<file path="src/rtl/pmp_walker.sv">
// pmp_walker: walks PMP entries one per cycle for a latched request and returns fault/hit/entry over valid/ready
module pmp_walker #(
  parameter int NUM_ENTRIES = 16,
  parameter int IDX_W = $clog2(NUM_ENTRIES)
) (
  input  logic                     clk,
  input  logic                     rst_n,
  input  logic                     req_valid,
  output logic                     req_ready,
  input  logic [31:0]              req_addr,
  input  logic [1:0]               req_type,
  input  logic                     req_priv_m,
  input  logic [8*NUM_ENTRIES-1:0] pmpcfg,
  input  logic [32*NUM_ENTRIES-1:0] pmpaddr,
  input  logic                     cfg_we,
  output logic                     resp_valid,
  input  logic                     resp_ready,
  output logic                     resp_fault,
  output logic                     resp_hit,
  output logic [IDX_W-1:0]         resp_entry
);
  typedef enum logic [1:0] {IDLE, WALK, RESP} state_e;
  state_e state_q, state_d;
  logic [IDX_W-1:0] idx_q, idx_d, entry_q, entry_d, prev;
  logic [29:0] addr_q, addr_d;
  logic [1:0] type_q, type_d;
  logic priv_q, priv_d, fault_q, fault_d, hit_q, hit_d;
  logic [7:0] cfg_i;
  logic [31:0] a, pa, lo;
  logic match, perm, hit_fault, last, unused_ok;
  assign unused_ok = ^{req_addr[1:0], cfg_i[6:5]};
  assign req_ready = rst_n && state_q == IDLE;
  assign resp_valid = state_q == RESP;
  assign resp_fault = fault_q;
  assign resp_hit = hit_q;
  assign resp_entry = entry_q;
  always_comb begin
    prev = idx_q - 1'b1;
    cfg_i = pmpcfg[idx_q*8 +: 8];
    pa = pmpaddr[idx_q*32 +: 32];
    lo = (idx_q == '0) ? 32'd0 : pmpaddr[prev*32 +: 32];
    a = {2'b00, addr_q};
    match = cfg_i[4:3] == 2'd1 ? (a >= lo && a < pa) :
            cfg_i[4:3] == 2'd2 ? (a == pa) :
            cfg_i[4:3] == 2'd3 ? (((a ^ pa) & ~(pa ^ (pa + 32'd1))) == 32'd0) : 1'b0;
    perm = type_q == 2'd0 ? cfg_i[0] : type_q == 2'd1 ? cfg_i[1] : type_q == 2'd2 ? cfg_i[2] : 1'b0;
    hit_fault = type_q == 2'd3 || (!(priv_q && !cfg_i[7]) && !perm);
    last = idx_q == IDX_W'(NUM_ENTRIES - 1);
  end
  always_comb begin
    state_d = state_q;
    idx_d = idx_q;
    addr_d = addr_q;
    type_d = type_q;
    priv_d = priv_q;
    fault_d = fault_q;
    hit_d = hit_q;
    entry_d = entry_q;
    case (state_q)
      IDLE: if (req_valid) begin
        state_d = WALK;
        idx_d = '0;
        addr_d = req_addr[31:2];
        type_d = req_type;
        priv_d = req_priv_m;
      end
      WALK: if (cfg_we) begin
        idx_d = '0;
      end else if (match) begin
        state_d = RESP;
        fault_d = hit_fault;
        hit_d = 1'b1;
        entry_d = idx_q;
      end else if (last) begin
        state_d = RESP;
        fault_d = type_q == 2'd3 || !priv_q;
        hit_d = 1'b0;
        entry_d = '0;
      end else begin
        idx_d = idx_q + 1'b1;
      end
      RESP: state_d = resp_ready ? IDLE : RESP;
      default: state_d = IDLE;
    endcase
  end
  always_ff @(posedge clk) begin
    if (!rst_n) begin
      state_q <= IDLE;
      idx_q <= '0;
      addr_q <= '0;
      type_q <= '0;
      priv_q <= 1'b0;
      fault_q <= 1'b0;
      hit_q <= 1'b0;
      entry_q <= '0;
    end else begin
      state_q <= state_d;
      idx_q <= idx_d;
      addr_q <= addr_d;
      type_q <= type_d;
      priv_q <= priv_d;
      fault_q <= fault_d;
      hit_q <= hit_d;
      entry_q <= entry_d;
    end
  end
endmodule
</file>
<file path="config.mk">
export PLATFORM = sky130hd
export DESIGN_NAME = pmp_walker
export DESIGN_NICKNAME = d
export VERILOG_FILES = /design/src/rtl/pmp_walker.sv
export SDC_FILE = /design/constraint.sdc
export NUM_CORES = 1
export LEC_CHECK = 0
export CAP_MARGIN = 20
export CORE_AREA = 2 2 264 266
export DETAILED_ROUTE_END_ITERATION = 10
export DIE_AREA = 0 0 266 268
export SYNTH_ARGS = -nofsm -noshare
export SYNTH_HDL_FRONTEND = slang
export SYNTH_SLANG_ARGS = --single-unit
</file>
<file path="constraint.sdc">
create_clock -name clk -period 8.25 [get_ports clk]
set_clock_uncertainty 0.1 [all_clocks]
set_input_delay 1.65 -clock clk [delete_from_list [all_inputs] [get_ports clk]]
set_output_delay 1.65 -clock clk [all_outputs]
set_load 0.03 [all_outputs]
</file>
Clock nets:
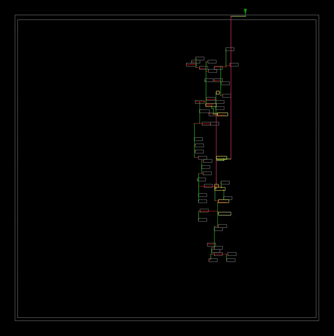
number of CTS-inserted buffers: 5
clock buffer count in the final layout: 5
power in the clock group: 0.231 mW
flip-flops: 45
clock tree sinks: 45

Placement by cell class:
Bar = 100 um. Fill, decap, tap and diode cells in grey.
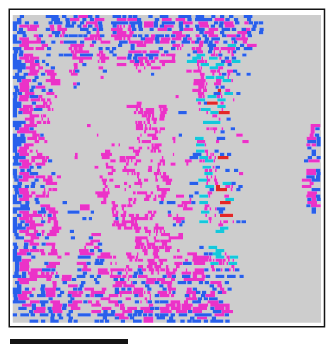
cyan -> flip-flops  # cells 45
magenta -> all other logic  # cells 1023
blue -> other buffers and delay cells  # cells 682
red -> clock drivers and dummy loads  # cells 8

Metal 2:
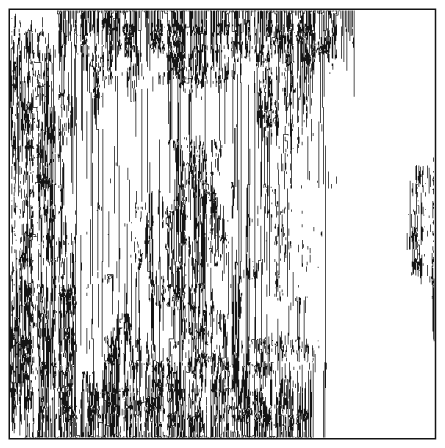
wire length on this layer = 37.7 mm
longest straight run = 152 um
share of all routed wire = 51%
nets with wire on the layer = 2261
main direction = vertical

==> results.yml <==
# synthesis and place-and-route metrics
cts:
  level_count_of_the_clock_h_tree: 2
  cts_resized: 0
  cts_root_buf: "sky130_fd_sc_hd__clkbuf_16"
global_route:
  globalRouteOverflowTotal: 0
  antenna_violations_before_repair: 16
  use_met3: 0.0239
  grt_util_met1: 0.262
  met2_capacity_usage_during_global_routing: 0.358
  all_layer_gr_usage: 0.200
logic_synthesis:
  xor_area_frac: 0.00265
  ys_area_mm2: 0.0132
  postSynth.topFlopCell: "sky130_fd_sc_hd__dfxtp_1"
  yosys-dominant-comb-family: "multiplexers"
  yosysCellCount: 1181
  netlist_top_cells_area: "sky130_fd_sc_hd__mux4_2 39%, sky130_fd_sc_hd__ha_1 7.4%, sky130_fd_sc_hd__dfxtp_1 6.8%"
  synth_cells: 1181
  syn-mean-instance-area_um2: 11.2
  syn-cell-area_mm2: 0.0132
  ys_seq_elements: 45
  asyncSetResetFlopFracSynth: 0
  synth_cell_type_count: 83
die:
  floorplan.core_util: 0.194
  die_area_mm2: 0.0713
  rows: 96
route:
  detail_route.drc_violations: 0
  drt-initial-drc-count: 761
  met1Wirelength_um: 31600
status:
  outcome: "finished clean"
hold_path:
  hold_depth: 2
  hold_path_startpoint: "addr_q[0]"
place:
  gp_congestion: 0.912
  post_dp_cell_area_mm2: 0.0205
  place.detailed.instances: 2632
critical_path:
  critical_path_cell_count: 18
  worst_ep_arrival_time_ns: 6.51
  reg2reg_depth: 19
  max_stage_delay_ns: 0.59
  worst_path_class_setup: "in -> reg"
  standard_cell_with_the_maximum_stage_delay_on_the_critical_path: "sky130_fd_sc_hd__or4_1"
  critPathCaptureType: "register"
  crit_path_start_kind: "input port"
power:
  comb-power_mw: 1.65
  switching_fraction_of_total_power: 0.406
  maxPowerGroup: "combinational cells"
sta:
  achievable-frequency_mhz: 156
  report.final.setup_viol: 0
  hold_ws_ns: 0.373
  max-slew-margin-rel: 0.339
  final_period_minus_worst_setup_slack_ns: 6.43
finish:
  layout.area.seq_um2: 911
  lay_top_cells: "653 x sky130_fd_sc_hd__clkdlybuf4s50_1, 232 x sky130_fd_sc_hd__mux4_2, 137 x sky130_fd_sc_hd__nand2_1"
  inverters_excl_clock: 27
  antennaDiodeCount: 5
  finalInstanceArea_mm2: 0.0206
  multiInputCombCellCount: 996
  nonClkBufAreaFrac: 0.330
  clock_distribution_area_overhead_in_the_final_layout: 0.00830
  logic_area_mm2: 0.0115
  largest_register_ff_count: 30
  top_area_cell_class: "combinational gates"
  finalNetCount: 2515
Power is estimated from default activity; no workload was simulated.
